$ cat src/rtl/kernel_launch_pkg.sv
// Shared definitions for the kernel launch CSR block: register map, STATUS layout,
// launch FSM states and the completion popcount helper.
package kernel_launch_pkg;

    localparam logic [15:0] OFF_CTRL     = 16'd0;
    localparam logic [15:0] OFF_STATUS   = 16'd2;
    localparam logic [15:0] OFF_NUM_WG   = 16'd4;
    localparam logic [15:0] OFF_ARG_BASE = 16'd6;
    localparam logic [15:0] OFF_CYCLES   = 16'd8;

    localparam int ST_BUSY      = 0;
    localparam int ST_DONE      = 1;
    localparam int ST_ABORTED   = 2;
    localparam int ST_OUTST_LSB = 8;
    localparam int ST_COMPL_LSB = 16;

    localparam int OUTST_W = 8;

    typedef enum logic [1:0] {
        KL_IDLE     = 2'd0,
        KL_DISPATCH = 2'd1,
        KL_DRAIN    = 2'd2
    } t_kl_state;

    function automatic logic [4:0] popcount16(input logic [15:0] v);
        logic [4:0] n;
        n = '0;
        for (int i = 0; i < 16; i++) begin
            n = n + 5'(v[i]);
        end
        return n;
    endfunction

endpackage

$ cat src/rtl/rr_arbiter.sv
// Round-robin arbiter: one-hot grant starting the search at the pointer;
// the pointer moves past the granted requester only when advance is high.
module rr_arbiter #(
    parameter int N = 4
) (
    input  logic         clk,
    input  logic         reset_n,
    input  logic [N-1:0] req,
    input  logic         advance,
    output logic [N-1:0] gnt
);

    localparam int PTR_W = (N > 1) ? $clog2(N) : 1;

    logic [PTR_W-1:0] ptr_q;
    logic [PTR_W-1:0] gnt_idx;

    always_comb begin
        logic             found;
        logic [PTR_W-1:0] idx;
        gnt     = '0;
        gnt_idx = '0;
        found   = 1'b0;
        idx     = '0;
        for (int i = 0; i < N; i++) begin
            idx = PTR_W'((int'(ptr_q) + i) % N);
            if (!found && req[idx]) begin
                gnt[idx] = 1'b1;
                gnt_idx  = idx;
                found    = 1'b1;
            end
        end
    end

    always_ff @(posedge clk or negedge reset_n) begin
        if (!reset_n) begin
            ptr_q <= '0;
        end else if (advance) begin
            ptr_q <= PTR_W'((int'(gnt_idx) + 1) % N);
        end
    end

endmodule

$ cat src/rtl/kernel_launch_csr.sv
// MMIO sub-CSR that configures a kernel launch and hands work-group ids round-robin
// to ready compute units, tracking outstanding/completed WGs and launch duration.
module kernel_launch_csr
    import kernel_launch_pkg::*;
#(
    parameter int          NUM_CU    = 4,
    parameter int          WG_W      = 32,
    parameter logic [15:0] BASE_ADDR = 16'h0010
) (
    input  logic              clk,
    input  logic              reset_n,
    input  logic [15:0]       mmio_address,
    input  logic [8:0]        mmio_tid,
    input  logic [63:0]       mmio_wr_data,
    input  logic              mmio_rd_valid,
    input  logic              mmio_wr_valid,
    output logic              mmio_rsp_valid,
    output logic [8:0]        mmio_rsp_tid,
    output logic [63:0]       mmio_rsp_data,
    output logic [NUM_CU-1:0] cu_wg_valid,
    output logic [WG_W-1:0]   cu_wg_id,
    output logic [63:0]       cu_arg_base,
    input  logic [NUM_CU-1:0] cu_wg_ready,
    input  logic [NUM_CU-1:0] cu_wg_done,
    output logic              kernel_busy
);

    t_kl_state            state_q, state_d;
    logic [WG_W-1:0]      num_wg_q, next_id_q, completed_q;
    logic [63:0]          arg_base_q, cycles_q;
    logic [OUTST_W-1:0]   outstanding_q, outst_d;
    logic                 done_q, aborted_q;

    logic wr_ctrl, start_cmd, abort_cmd, wr_num_wg, wr_arg;
    logic dispatch_ok, transfer, last_id;
    logic start_go, abort_go, drain_exit;
    logic [4:0]           done_cnt;
    logic [OUTST_W:0]     outst_sum;
    logic [NUM_CU-1:0]    arb_req;
    logic [63:0]          status_word, rd_data;

    assign wr_ctrl   = mmio_wr_valid && (mmio_address == BASE_ADDR + OFF_CTRL);
    assign start_cmd = wr_ctrl && mmio_wr_data[0];
    assign abort_cmd = wr_ctrl && mmio_wr_data[1];
    assign wr_num_wg = mmio_wr_valid && (mmio_address == BASE_ADDR + OFF_NUM_WG);
    assign wr_arg    = mmio_wr_valid && (mmio_address == BASE_ADDR + OFF_ARG_BASE);

    // An abort landing this cycle suppresses the offer so no WG slips out behind it.
    assign dispatch_ok = (state_q == KL_DISPATCH) && (outstanding_q != '1) && !abort_cmd;
    assign arb_req     = cu_wg_ready & {NUM_CU{dispatch_ok}};

    rr_arbiter #(.N(NUM_CU)) u_arb (
        .clk     (clk),
        .reset_n (reset_n),
        .req     (arb_req),
        .advance (transfer),
        .gnt     (cu_wg_valid)
    );

    assign transfer    = |cu_wg_valid;
    assign last_id     = (next_id_q == num_wg_q - WG_W'(1));
    assign done_cnt    = popcount16(16'(cu_wg_done));
    assign cu_wg_id    = next_id_q;
    assign cu_arg_base = arg_base_q;
    assign kernel_busy = (state_q != KL_IDLE);

    // Spurious completions clamp at zero rather than wrapping the in-flight count.
    always_comb begin
        outst_sum = {1'b0, outstanding_q} + (OUTST_W+1)'(transfer);
        if (outst_sum >= (OUTST_W+1)'(done_cnt)) begin
            outst_d = OUTST_W'(outst_sum - (OUTST_W+1)'(done_cnt));
        end else begin
            outst_d = '0;
        end
    end

    always_ff @(posedge clk or negedge reset_n) begin
        if (!reset_n) begin
            state_q <= KL_IDLE;
        end else begin
            state_q <= state_d;
        end
    end

    always_comb begin
        state_d    = state_q;
        start_go   = 1'b0;
        abort_go   = 1'b0;
        drain_exit = 1'b0;
        case (state_q)
            KL_IDLE: begin
                if (start_cmd) begin
                    start_go = 1'b1;
                    if (num_wg_q != '0) state_d = KL_DISPATCH;
                end
            end
            KL_DISPATCH: begin
                if (abort_cmd) begin
                    abort_go = 1'b1;
                    state_d  = KL_DRAIN;
                end else if (transfer && last_id) begin
                    state_d = KL_DRAIN;
                end
            end
            KL_DRAIN: begin
                if (outst_d == '0) begin
                    drain_exit = 1'b1;
                    state_d    = KL_IDLE;
                end
            end
            default: state_d = KL_IDLE;
        endcase
    end

    always_ff @(posedge clk or negedge reset_n) begin
        if (!reset_n) begin
            num_wg_q      <= '0;
            arg_base_q    <= '0;
            next_id_q     <= '0;
            completed_q   <= '0;
            outstanding_q <= '0;
            cycles_q      <= '0;
            done_q        <= 1'b0;
            aborted_q     <= 1'b0;
        end else begin
            if (state_q != KL_IDLE) begin
                completed_q   <= completed_q + WG_W'(done_cnt);
                outstanding_q <= outst_d;
                cycles_q      <= cycles_q + 64'd1;
            end
            if (transfer) next_id_q <= next_id_q + WG_W'(1);
            if (start_go) begin
                done_q      <= (num_wg_q == '0);
                aborted_q   <= 1'b0;
                completed_q <= '0;
                cycles_q    <= '0;
                next_id_q   <= '0;
            end
            if (abort_go)   aborted_q <= 1'b1;
            if (drain_exit) done_q    <= 1'b1;
            if (state_q == KL_IDLE && wr_num_wg) num_wg_q   <= mmio_wr_data[WG_W-1:0];
            if (state_q == KL_IDLE && wr_arg)    arg_base_q <= mmio_wr_data;
        end
    end

    always_comb begin
        status_word                            = '0;
        status_word[ST_BUSY]                   = kernel_busy;
        status_word[ST_DONE]                   = done_q;
        status_word[ST_ABORTED]                = aborted_q;
        status_word[ST_OUTST_LSB +: OUTST_W]   = outstanding_q;
        status_word[ST_COMPL_LSB +: WG_W]      = completed_q;
        rd_data = '0;
        if (mmio_address == BASE_ADDR + OFF_CTRL || mmio_address == BASE_ADDR + OFF_STATUS) begin
            rd_data = status_word;
        end else if (mmio_address == BASE_ADDR + OFF_NUM_WG) begin
            rd_data = 64'(num_wg_q);
        end else if (mmio_address == BASE_ADDR + OFF_ARG_BASE) begin
            rd_data = arg_base_q;
        end else if (mmio_address == BASE_ADDR + OFF_CYCLES) begin
            rd_data = cycles_q;
        end
    end

    always_ff @(posedge clk or negedge reset_n) begin
        if (!reset_n) begin
            mmio_rsp_valid <= 1'b0;
            mmio_rsp_tid   <= '0;
            mmio_rsp_data  <= '0;
        end else begin
            mmio_rsp_valid <= mmio_rd_valid;
            if (mmio_rd_valid) begin
                mmio_rsp_tid  <= mmio_tid;
                mmio_rsp_data <= rd_data;
            end
        end
    end

endmodule
$ cat config.mk
export PLATFORM = sky130hd
export DESIGN_NAME = kernel_launch_csr
export DESIGN_NICKNAME = d
export VERILOG_FILES = /design/src/rtl/kernel_launch_pkg.sv /design/src/rtl/rr_arbiter.sv /design/src/rtl/kernel_launch_csr.sv
export SDC_FILE = /design/constraint.sdc
export NUM_CORES = 1
export LEC_CHECK = 0
export CAP_MARGIN = 20
export CORE_MARGIN = 2
export CORE_UTILIZATION = 49
export CTS_CLUSTER_DIAMETER = 50
export DETAILED_ROUTE_END_ITERATION = 8
export GPL_TIMING_DRIVEN = 0
export MAX_ROUTING_LAYER = met4
export PLACE_DENSITY_LB_ADDON = 0.15
export SLEW_MARGIN = 20
export SYNTH_ARGS = -nofsm -noshare
export SYNTH_HDL_FRONTEND = slang
export SYNTH_HIERARCHICAL = 1
export SYNTH_SLANG_ARGS = --single-unit
$ cat constraint.sdc
create_clock -name clk -period 5.9 [get_ports clk]
set_input_delay 0.59 -clock clk [delete_from_list [all_inputs] [get_ports clk]]
set_output_delay 0.59 -clock clk [all_outputs]
set_load 0.005 [all_outputs]
==> results.txt, run 1 <==
run results: VDD IR max 0.000198 V, Crit. End Element flip-flop, die area 34100 µm², Met1 Wirelength 21800 µm, WS Path Type primary input to flip-flop, CP required 6340 ps, Num CTS Buffers 38, DRC 0, startpoint types primary input, Met2 Routed Length 23500 µm, CP Max Fanout 7, worst slew pin tran 903 ps, Synth async-reset ratio 1.00, Die H 185 µm, syn_area_per_cell 10.1 µm², boundary pin count 276, post-synthesis instance total 1589, status complete, no violations, Reg2Reg Depth 24, OpenROAD warning count 32, most frequent logic cell in the layout dfrtp_1, Leakage Power 9.17 nW, total grt overflow 0, Crit. path cell count 26, gr usage total 0.302, H-tree Lvls 2, Clock Sink Count 312, period utilization 0.973, Area leader share 0.489, most common logic cells in the final layout dfrtp_1, clkdlybuf4s50_1, nor2_1, nand3_1, nand2_1, Design Power 4.91 mW, Fill cells 2636, Late-Pin Clk Latency 540 ps, post-synthesis net count 1713, main flop type dfrtp_1, Crit path top cell by count ha_4, Final Hold Vio Count 0, metal3 WL 3490 µm, sequential fraction of the synthesis area 0.489, yosys synthesis chip area 16000 µm², Distinct lib cells used 75, first-pass GRT wire length 78300 µm, number of synthesized flops with an enable pin 0, top cells by area dfrtp_1, mux2_2, nand3_1, First-pass DRT Iterations 6, r2r setup slk 520 ps, count leader, synth dfrtp_1, Clock Path Buffers 3, Hold WC Path Type primary input to asynchronous set/reset pin, Area Overhead vs Synth 31.7%, largest net degree at the start of global routing 94, Final GP Congestion 0.936, hold_buf cts 0, post-detail-place hpwl 36400 µm, fmax 174 MHz, ys cells 1589, final non-filler cell total 2402, Post-CTS Setup Bufs 18, Critical Path End done_q$_DFFE_PN0P_, Period minus WS final 5740 ps, Reg area 7810 µm², Relative slew margins 0.398, fraction of layout cells with a size suffix above 1 0.131
==> run 1: logic make-up after synthesis <==
| family | share of synthesized area |
|---|---|
| XOR/XNOR | 0.0433 |
| buffers and inverters | 0.0333 |
| AND/OR/NAND/NOR | 0.186 |
| AND-OR/OR-AND | 0.136 |
| adder cells (fa/ha/maj) | 0.0194 |
| flip-flops | 0.489 |
| multiplexers | 0.0937 |
==> run 1: layout make-up <==
class	count	area share
multi-input cells	1143	0.375
flip-flops and latches	312	0.371
repair buffers	303	0.144
clock buffers	59	0.0548
well taps	442	0.0263
plain buffers	82	0.0160
inverters	50	0.00892
clock inverters	10	0.00386
diodes	1	0.000119
==> run 1: flip-flops by register name, summed over array words and instances, names as in the netlist <==
name and count:
mmio_rsp_valid 1, mmio_rsp_data 64, outstanding_q 8, mmio_rsp_tid 9
u_arb/ptr_q 2, cu_wg_id 32, done_q 1, state_q 2
num_wg_q 32, cu_arg_base 64, aborted_q 1, completed_q 32
cycles_q 64
==> run 1: where the power goes <==
part	leakage (nW)	internal, mW	switching [mW]
clock network	0.601	1.36	0.937
logic	4.66	0.197	0.193
registers	3.92	2.18	0.0375
==> run 1: routing by layer <==
| layer | vias up | GRT usage |
|---|---|---|
| li1 | 6550 | - |
| met1 | 7057 | 0.419 |
| met2 | 579 | 0.464 |
| met3 | 84 | 0.0449 |
| met4 | 0 | 0.0880 |
| met5 | - | - |
==> run 1: per-stage QoR <==
stage          setup TNS [ps]  area (µm²)  utilization  setup WS, ps  hold WS (ps)
6_report                    0       21000        0.652           158          22.8
2_1_floorplan               0       16100            -          13.8           294
4_1_cts                     0       21000        0.649          14.0          57.4
5_1_grt                 -49.2       21000        0.652         -32.5          72.0
3_3_place_gp         -2952890       19400        0.600         -9470           462
3_5_place_dp           -12000       19500        0.604         -1410           475
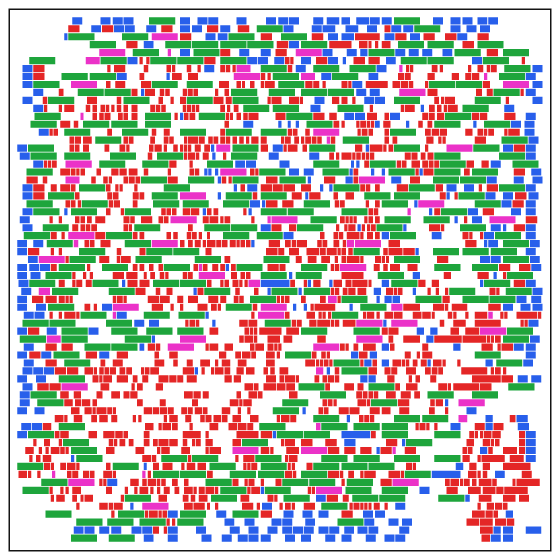
Figure 1: run 1, placed cells, one colour a class.
legend:
  clock drivers and dummy loads:
    colour: magenta
    cells: 69
  remaining buffers and delay cells:
    colour: blue
    cells: 385
  remaining logic cells:
    colour: red
    cells: 1193
  registers:
    colour: green
    cells: 312
Rows: 66
Layout Utilization: 0.652
Core Area: 32300 µm²
design area: 21000 µm²

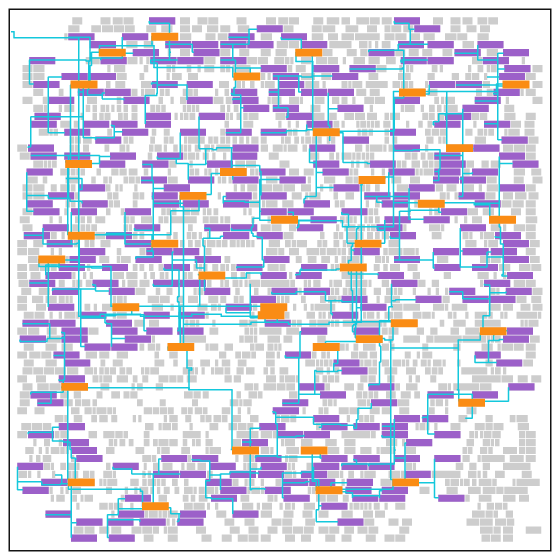
Figure 2: run 1, clock wires, drivers and flops.
legend:
  clock wires:
    colour: cyan
    length: 4220 µm
  clock-net drivers:
    colour: orange
    count: 38
  flip-flops:
    colour: purple
    count: 312
routed clock nets: 39
flops lie: widely spread

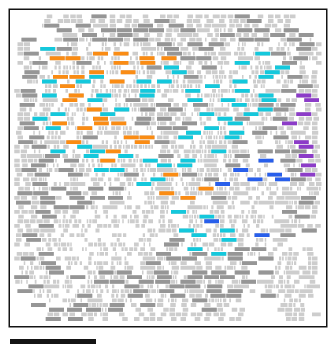
Figure 3: run 1, register map, names as in the netlist.
Scale bar: 50 µm. Other sequential cells in the stronger grey, the rest of the logic in the fainter grey.
legend:
  mmio_rsp_tid:
    colour: purple
    sequential_cells: 9
    where: middle right
  completed_q:
    colour: orange
    sequential_cells: 32
  outstanding_q:
    colour: blue
    sequential_cells: 8
    where: middle right
  cycles_q:
    colour: cyan
    sequential_cells: 64
not coloured: 199

Figure 4. Clock nets (run 1).
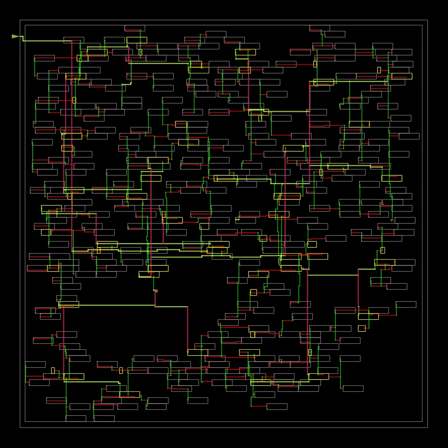

## Run 2: what changed since run 1
- GPL_TIMING_DRIVEN: 0 -> unset
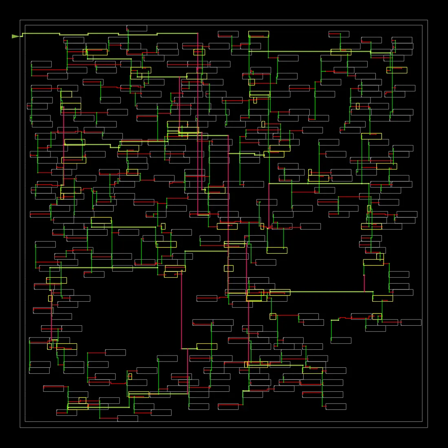
Figure 5: run 2, clock nets.
P_clk: 2.22 mW
Num CTS Buffers: 37
Clock Sink Count: 312
Late-Pin Clk Latency: 540 ps
Final Skew: 23.5 ps

==> run 2 against run 1 <==
Sequential power about the same. Final cell count decreased by 1.7%. Largest cell class unchanged. Design area decreased by 0.57%. Via count shrank 2.7%. Critical path depth unchanged. Flip-flop count stayed put. Clock power decreased by 3%. Area after synthesis unchanged.
==> results.txt, run 2 <==
run results: grt met1 use 0.386 (-0.0323), WS Path Type primary input to flip-flop, gr usage total 0.284 (-0.0186), Final Hold Vio Count 0 (unchanged), Layout Utilization 0.648 (-0.00372), Design Power 4.84 mW (-1.4%), M3 GR Usage 0.0419 (-0.00296), syn_area_per_cell 10.1 µm² (unchanged), Relative slew margins 0.350 (-0.0478), First-pass DRT Iterations 8 (+2), fraction of layout cells with a size suffix above 1 0.154 (+0.0226), main flop type dfrtp_1, and+or+nand+nor area frac 0.186 (unchanged), Rows 66 (unchanged), adder share 0.0194 (unchanged), metal3 WL 3110 µm (-11%), status complete, no violations, Area leader share 0.489 (unchanged), setup ws final 238 ps (+79.4 ps), Dominant combinational family simple AND/OR/NAND/NOR gates, sequential fraction of the synthesis area 0.489 (unchanged), net switching power 1.15 mW (-1.7%), M2 GR Usage 0.449 (-0.0147), Distinct lib cells used 75 (unchanged), mux share 0.0937 (unchanged), XOR Share, Synth 0.0433 (unchanged), first-pass GRT wire length 74600 µm (-4.7%), Placed Area 19600 µm² (+0.51%), Fill cells 2646 (+0.38%), Switching Share 0.237 (-0.000541), largest net degree at the start of global routing 112 (+19%), Leakage Power 9.22 nW (+0.48%), design area 20900 µm² (-0.57%), Met2 Routed Length 22100 µm (-5.8%), Hold WC Path Type primary input to asynchronous set/reset pin, Die H 185 µm (unchanged), Crit. End Element flip-flop, Core Area 32300 µm² (unchanged), period utilization 0.960 (-0.0135), clock power share 0.458 (-0.010), final non-filler cell total 2360 (-1.7%), VDD IR max 0.000190 V (-3.7%)
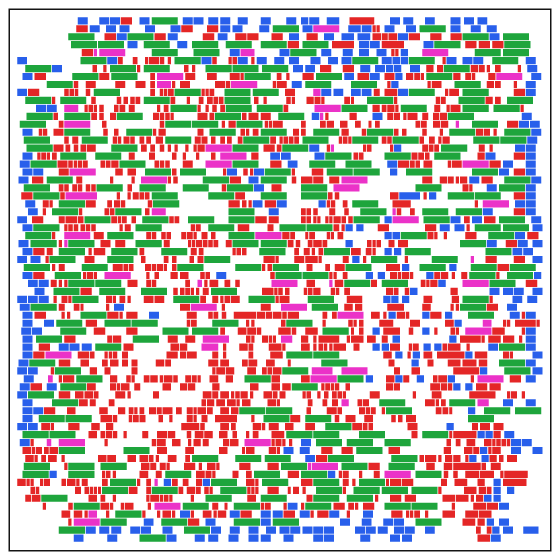
Figure 6: run 2, placed cells, one colour a class.
legend:
  remaining buffers and delay cells:
    colour: blue
    cells: 349
  clock drivers and dummy loads:
    colour: magenta
    cells: 64
  registers:
    colour: green
    cells: 312
  remaining logic cells:
    colour: red
    cells: 1193

==> run 2: cell counts after synthesis <==
Identical to the previous run, type by type.
==> run 2: layout make-up <==
class	count	area [µm²]	area share
Tap cell	442	553	0.0264
Timing Repair Buffer	349	3330	0.159
Clock inverter	12	136	0.00652
Inverter	50	188	0.00897
Multi-Input combinational cell	1143	7870	0.376
Sequential cell	312	7810	0.373
Clock buffer	52	1040	0.0499
==> run 2: power groups by stage <==
stage / clock network (mW) / registers, mW / logic (mW)
CTS: 2.26 / 2.22 / 0.400
global placement: 0 / 2.26 / 0.391
detailed placement: 0 / 2.26 / 0.399
finish: 2.22 / 2.22 / 0.402
floorplan: 0 / 2.25 / 0.141
global route: 2.35 / 2.22 / 0.444
==> run 2: how the worst max path moves through the flow <==
stage	from	end	slack (ps)	cells after the start
floorplan	mmio_address[0]	done_q$_DFFE_PN0P_	10	27
global placement	mmio_address[8]	done_q$_DFFE_PN0P_	-520	25
detailed placement	mmio_address[0]	done_q$_DFFE_PN0P_	-650	26
CTS	mmio_address[0]	done_q$_DFFE_PN0P_	30	26
global route	mmio_address[10]	done_q$_DFFE_PN0P_	-60	26
finish	mmio_address[10]	done_q$_DFFE_PN0P_	240	26
==> run 2: worst reg2reg max path, stage by stage, from the launching register on <==
cell      delay [ps]
dfrtp_1          500
nand2b_1         150
nand2b_4         180
nor2_2           170
and2_4           190
buf_4            130
and3b_2          210
o211ai_1         220
nand3_2          190
a22oi_1          210
o21ai_1          120
or4_4            590
ha_4             190
ha_4             150
xor2_1           130
ha_1             370
nor2b_4          160
a221oi_4         290
buf_4            180
nand4_1          100
a21oi_1          190
a211oi_2          80
or2_4            250
a31oi_1          150
Power is estimated from default activity; no workload was simulated.
